$ cat src/rtl/mem_port_arbiter_pkg.sv
// Shared pipeline constants for the unified-memory port arbiter.
// Latency: n/a (types and constants only).
// Backpressure: n/a.
//
// Holds the arbiter FSM state encoding, the requester/owner encoding and
// the default data width used by the pipeline.
package mem_port_arbiter_pkg;

    localparam int PIPE_XLEN = 32;

    typedef enum logic [1:0] {
        ST_IDLE = 2'd0,
        ST_REQ  = 2'd1,
        ST_WAIT = 2'd2,
        ST_RESP = 2'd3
    } arb_state_t;

    typedef enum logic {
        OWN_IF = 1'b0,
        OWN_ME = 1'b1
    } owner_t;

endpackage

$ cat src/rtl/mem_arb_pick.sv
// Combinational winner selection between fetch (IF) and memory stage (ME).
// Latency: 0 cycles (pure combinational).
// Backpressure: acks only assert while the arbiter is idle; losers keep requesting.
//
// Ports:
//   if_req, me_req   requests from fetch and memory stage
//   streak_full      IF has waited long enough; IF overrides ME priority
//   idle             arbiter can accept a new transaction this cycle
//   grant            some request is accepted this cycle
//   if_ack, me_ack   per-requester accept
//   owner            winner of the arbitration (valid when grant = 1)
module mem_arb_pick
    import mem_port_arbiter_pkg::*;
(
    input  logic   if_req,
    input  logic   me_req,
    input  logic   streak_full,
    input  logic   idle,
    output logic   grant,
    output logic   if_ack,
    output logic   me_ack,
    output owner_t owner
);

    logic if_wins;

    always_comb begin
        // ME is the older instruction and normally wins; IF only wins when
        // ME is absent or the starvation guard has saturated.
        if_wins = if_req && (!me_req || streak_full);
        grant   = idle && (if_req || me_req);
        if_ack  = idle && if_wins;
        me_ack  = idle && me_req && !if_wins;
        owner   = if_wins ? OWN_IF : OWN_ME;
    end

endmodule

$ cat src/rtl/mem_port_arbiter.sv
// Shares one single-ported I/D memory between fetch and the memory stage, one transaction in flight.
// Latency: ack in N, mem_req from N+1, zero-wait memory gives if_rvalid/me_done in N+3; next accept N+4.
// Backpressure: requesters hold req/fields until ack; mem_req held until mem_gnt.
//
// Ports:
//   clk, rst                 clock, asynchronous active-high reset
//   if_req/if_addr/if_ack    fetch read request and accept
//   if_rvalid/if_rdata       fetch response pulse and instruction word
//   if_flush                 kills an outstanding or pending fetch
//   me_req/me_we/me_addr/me_wdata/me_ack   memory-stage load/store request and accept
//   me_done/me_rdata         load data valid / store complete pulse, load data
//   mem_*                    single memory port (req/gnt handshake, rvalid response)
//
// Optional feature: define ARB_STARVE_GUARD_EN to let IF win after MAX_STREAK
// consecutive ME grants made while IF was waiting.
module mem_port_arbiter
    import mem_port_arbiter_pkg::*;
#(
    parameter int XLEN       = PIPE_XLEN,
    parameter int ADDR_W     = 32,
    parameter int MAX_STREAK = 4
) (
    input  logic              clk,
    input  logic              rst,
    input  logic              if_req,
    input  logic [ADDR_W-1:0] if_addr,
    output logic              if_ack,
    output logic              if_rvalid,
    output logic [XLEN-1:0]   if_rdata,
    input  logic              if_flush,
    input  logic              me_req,
    input  logic              me_we,
    input  logic [ADDR_W-1:0] me_addr,
    input  logic [XLEN-1:0]   me_wdata,
    output logic              me_ack,
    output logic              me_done,
    output logic [XLEN-1:0]   me_rdata,
    output logic              mem_req,
    output logic              mem_we,
    output logic [ADDR_W-1:0] mem_addr,
    output logic [XLEN-1:0]   mem_wdata,
    input  logic              mem_gnt,
    input  logic              mem_rvalid,
    input  logic [XLEN-1:0]   mem_rdata
);

    arb_state_t        state;
    owner_t            owner;
    logic              discard;
    logic [ADDR_W-1:0] cap_addr;
    logic              cap_we;
    logic [XLEN-1:0]   cap_wdata;

    logic              idle;
    logic              grant;
    logic              streak_full;
    owner_t            pick_owner;
    logic              if_kill;

    assign idle    = (state == ST_IDLE);
    assign if_kill = if_flush && (owner == OWN_IF);

    mem_arb_pick u_pick (
        .if_req      (if_req),
        .me_req      (me_req),
        .streak_full (streak_full),
        .idle        (idle),
        .grant       (grant),
        .if_ack      (if_ack),
        .me_ack      (me_ack),
        .owner       (pick_owner)
    );

`ifdef ARB_STARVE_GUARD_EN
    localparam int                    STREAK_W   = $clog2(MAX_STREAK + 1);
    localparam logic [STREAK_W-1:0]   STREAK_MAX = STREAK_W'(MAX_STREAK);

    logic [STREAK_W-1:0] streak;

    assign streak_full = (streak == STREAK_MAX);

    // Counts ME grants that made a waiting IF lose. Any IF grant, or an idle
    // cycle without IF pending, means IF is not being starved.
    always_ff @(posedge clk or posedge rst) begin
        if (rst) begin
            streak <= '0;
        end else if (idle) begin
            if (!if_req || if_ack) begin
                streak <= '0;
            end else if (me_ack && !streak_full) begin
                streak <= streak + STREAK_W'(1);
            end
        end
    end
`else
    // No counter: strict ME priority, the guard condition is constant false.
    assign streak_full = (MAX_STREAK < 0);
`endif

    always_ff @(posedge clk or posedge rst) begin
        if (rst) begin
            state     <= ST_IDLE;
            owner     <= OWN_IF;
            discard   <= 1'b0;
            cap_addr  <= '0;
            cap_we    <= 1'b0;
            cap_wdata <= '0;
            if_rdata  <= '0;
            me_rdata  <= '0;
        end else begin
            case (state)
                ST_IDLE: begin
                    if (grant) begin
                        state   <= ST_REQ;
                        owner   <= pick_owner;
                        discard <= 1'b0;
                        if (pick_owner == OWN_ME) begin
                            cap_addr  <= me_addr;
                            cap_we    <= me_we;
                            cap_wdata <= me_wdata;
                        end else begin
                            cap_addr  <= if_addr;
                            cap_we    <= 1'b0;
                            cap_wdata <= '0;
                        end
                    end
                end
                ST_REQ: begin
                    if (mem_gnt) begin
                        // Memory already took the access: the response will
                        // come, so it has to be waited for and dropped.
                        state <= ST_WAIT;
                        if (if_kill) begin
                            discard <= 1'b1;
                        end
                    end else if (if_kill) begin
                        state <= ST_IDLE;
                    end
                end
                ST_WAIT: begin
                    if (if_kill) begin
                        discard <= 1'b1;
                    end
                    if (mem_rvalid) begin
                        state <= ST_RESP;
                        if (owner == OWN_IF) begin
                            if_rdata <= mem_rdata;
                        end else if (!cap_we) begin
                            // Write acks carry no data; me_rdata keeps the last load.
                            me_rdata <= mem_rdata;
                        end
                    end
                end
                ST_RESP: begin
                    discard <= 1'b0;
                    state   <= ST_IDLE;
                end
                default: begin
                    state <= ST_IDLE;
                end
            endcase
        end
    end

    assign mem_req   = (state == ST_REQ);
    assign mem_we    = cap_we;
    assign mem_addr  = cap_addr;
    assign mem_wdata = cap_wdata;

    // A flush coinciding with the response cycle also kills the pulse.
    assign if_rvalid = (state == ST_RESP) && (owner == OWN_IF) && !discard && !if_flush;
    assign me_done   = (state == ST_RESP) && (owner == OWN_ME);

endmodule
$ cat config.mk
export PLATFORM = sky130hd
export DESIGN_NAME = mem_port_arbiter
export DESIGN_NICKNAME = d
export VERILOG_FILES = /design/src/rtl/mem_port_arbiter_pkg.sv /design/src/rtl/mem_arb_pick.sv /design/src/rtl/mem_port_arbiter.sv
export SDC_FILE = /design/constraint.sdc
export NUM_CORES = 1
export LEC_CHECK = 0
export CORE_ASPECT_RATIO = 1.5
export CORE_MARGIN = 3
export CORE_UTILIZATION = 41
export DETAILED_ROUTE_END_ITERATION = 6
export PLACE_DENSITY = 0.77
export SYNTH_ARGS = -nofsm -noshare
export SYNTH_HDL_FRONTEND = slang
export SYNTH_SLANG_ARGS = --single-unit
$ cat constraint.sdc
create_clock -name clk -period 5.3 [get_ports clk]
set_input_delay 1.06 -clock clk [delete_from_list [all_inputs] [get_ports clk]]
set_output_delay 1.06 -clock clk [all_outputs]
set_load 0.05 [all_outputs]
==> job_summary.md, run 1 <==
### Yosys + OpenROAD results

| Metric | Value |
|---|---|
| TritonCTS clock tree | built |
| N_taps | 159 |
| Root buf cell | clkbuf_16 |
| Worst setup margin | between 1 and 1.5 ns |
| Fin nets | between 700 and 800 |
| Total Neg Setup Slack | 0 ns |
| WL final | 14.8 mm |
| Bufs w/o clock | roughly 270 |
| Hold violation total from the final report | 0 |
| Post-Synth Adder-Cell Area | 0.00907 |
| Crit path launch type | input port |
| Synth area leaders | dfrtp_1 (60%), mux2_4 (8.2%), mux2_2 (6.5%) |
| Sum of buffers and inverters on the critical path | 2 |
| Most common library cell in the layout ignoring fill and taps | clkdlybuf4s50_1 |
| Global-route wire length before repair | 23.7 mm |
| Post-Place Setup Slack | 1.46 ns |
| Critical Path Slowest Stage Cell | clkdlybuf4s50_1 |
| Leak | 3.97 nW |
| Routed Antenna Nets | 0 |
| Post-synth EDFFs | 0 |
| WL met3 | 1.15 mm |
| Peak fanout along the critical path | 4 |
| Status | finished clean |
| Post-synth net total | 521 |
| Routed met1 length | between 5 and 6 mm |
| Tool Warnings | 29 |
| Post-Route Utilization | 0.677 |
| Hold_buf cts | 0 |
| Fp_density | 0.422 |
| Slew @ Worst Pin | 1.19 ns |
| Final tally of max-slew violations | 0 |
| Storage element area | between 3000 and 4000 um^2 |
| # Cells Yosys | 381 |
| Comb area share | 0.226 |
| Top Usage Layer GRT | met2 |
| Antenna cell count | 0 |
| WS Path Type | input port to output pin |
| Initial antenna violation count | 0 |
| Top layer in use | met4 |
| Post-DP Area | approximately 8300 um^2 |
| Synth cell count leaders | dfrtp_1 (133), nand2_1 (34), a22o_1 (33), mux2i_1 (33), mux2_2 (32) |
| Chip Height | roughly 150 um |
[run 1: worst paths after layout]
path,to,cells past startpoint,start,slack (ns)
worst max-delay path,if_ack,4,if_req,1.47
worst min-delay path,mem_addr[30]$_DFFE_PP0P_,2,mem_addr[30]$_DFFE_PP0P_,0.48
worst max register to register,me_rdata[0]$_DFFE_PP0P_,4,state[0]$_DFFE_PP0P_,3.05
worst min register to register,mem_addr[30]$_DFFE_PP0P_,2,mem_addr[30]$_DFFE_PP0P_,0.48
max in group asynchronous,mem_addr[9]$_DFFE_PP0P_,3,rst,2.96
min in group asynchronous,mem_addr[4]$_DFFE_PP0P_,2,rst,1.21
[run 1: report_power, final]
group          internal, mW  leakage (nW)  switching (mW)
clock network         0.705         0.276           0.423
logic                  1.41          2.02            2.46
registers              1.51          1.67           0.289
Run 1, the metal 3 layer:
Drawn at 2 px/um. Cells faint in the background.
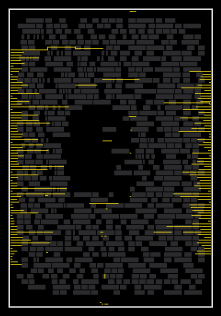
nets with wire on the layer = 155
share of all routed wire = 7.8%

Run 1, clock distribution:
Drawn at 3 px/um.
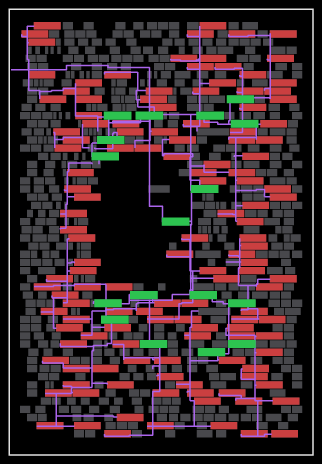
cells driving clock nets -> green  # count 17
flip-flops -> red  # count 133
clock wires -> purple  # length 1540 um
routed clock nets = 18
flops lie = widely spread

Run 1, clock nets:
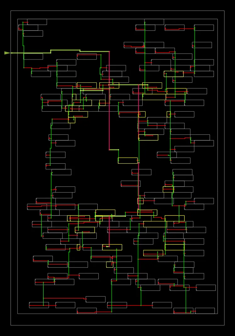
CLK BUF: 20
Clock Sinks: 133

Run 1, nets reached from selected ports:
Drawn at 3 px/um.
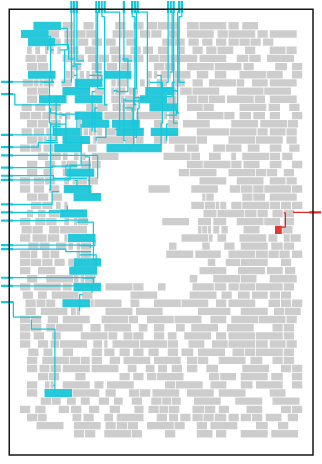
mem_addr -> cyan  # bits 32, direction output, edge 16 north, 16 west, end cells 32, buffers 32, wire 1360 um
me_done -> red  # bits 1, direction output, edge east, end cells 1, buffers 1, wire 12.6 um
I/O Buffers: 269
IO Pins: 270

Run 1, placement by cell class:
Drawn at 2 px/um.
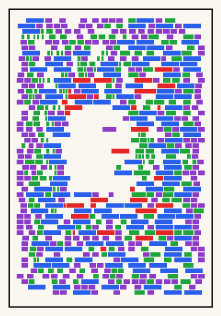

==> run 2: changes to the inputs <==
==> constraint.sdc (replaced) <==
create_clock -name clk -period 3.8 [get_ports clk]
set_input_delay 0.76 -clock clk [delete_from_list [all_inputs] [get_ports clk]]
set_output_delay 0.76 -clock clk [all_outputs]
set_load 0.05 [all_outputs]
Run 2, placement by cell class:
Drawn at 2 px/um.
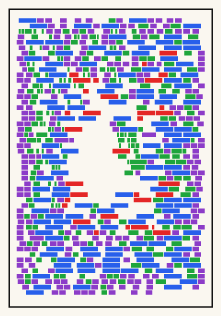
all other logic -> green  # cells 224
flip-flops -> blue  # cells 133
other buffers and delay cells -> purple  # cells 276
clock drivers and dummy loads -> red  # cells 32

Run 2, nets reached from selected ports:
Drawn at 3 px/um.
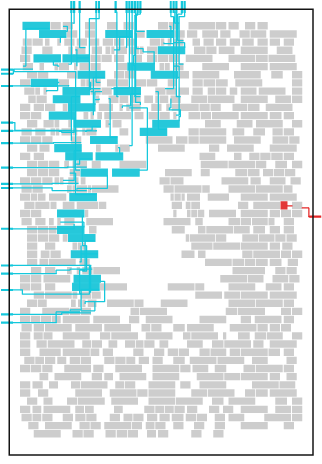
me_done -> red  # bits 1, direction output, edge east, end cells 1, buffers 1, wire 7.80 um
mem_addr -> cyan  # bits 32, direction output, edge 17 north, 15 west, end cells 32, buffers 32, wire 1230 um

==> job_summary.md, run 2 <==
### Yosys + OpenROAD results

| Metric | Value |
|---|---|
| Status | finished clean |
| R2R Path Start | state[0]$_DFFE_PP0P_ |
| Post-Synth Adder-Cell Area | 0.00907 (unchanged) |
| Synth cell count leaders | dfrtp_1 (133), nand2_1 (34), a22o_1 (33), mux2i_1 (33), mux2_2 (32) |
| WL final | 14.7 mm (-0.50%) |
| Post-synth EDFFs | 0 (unchanged) |
| Root buf cell | clkbuf_16 |
| Worst reg2reg path depth | 5 (+1) |
| # Cells Yosys | 381 (unchanged) |
| I/O Buffers | 269 (unchanged) |
| Leak | 3.98 nW (+0.24%) |
| Hold_buf cts | 0 (unchanged) |
| Total Neg Setup Slack | 0 ns (unchanged) |
| Fin nets | 792 (+0.25%) |
| Post-DP Area | 8320 um^2 (+0.44%) |
| Final tally of max-slew violations | 0 (unchanged) |
| Crit path from | if_flush |
| IO Pins | 270 (unchanged) |
| Tool Warnings | 29 (unchanged) |
| Post-synth net total | 521 (unchanged) |
## run 2: cell counts after synthesis
Identical to the previous run, type by type.
## run 2: power by group
group	switching, mW	internal [mW]
registers	0.400	2.11
logic	3.41	1.97
clock network	0.628	0.945
total	4.44	5.02
## run 2: metal layers
layer  up-vias  part of all wire  global-route usage
met1      1967              0.36               0.225
li1       1910                 -                   -
met3        23             0.077              0.0657
met5         -                 0                   0
met2       183              0.54               0.359
met4         0             0.023              0.0728
## run 2: critical path, cell delays in order
cell and delay (ns):
clkdlybuf4s50_1 0.43, nor4b_1 0.27, clkdlybuf4s50_1 0.86
## run 2: cell type report
class	count	area, um^2
sequential	133	3330
inverter	4	18.8
clock buffer	20	457
fill	957	4180
timing repair buffer	276	2780
tap	159	199
clock inverter	12	121
antenna	1	2.50
multi-input combinational	220	2000
Power is estimated from default activity; no workload was simulated.
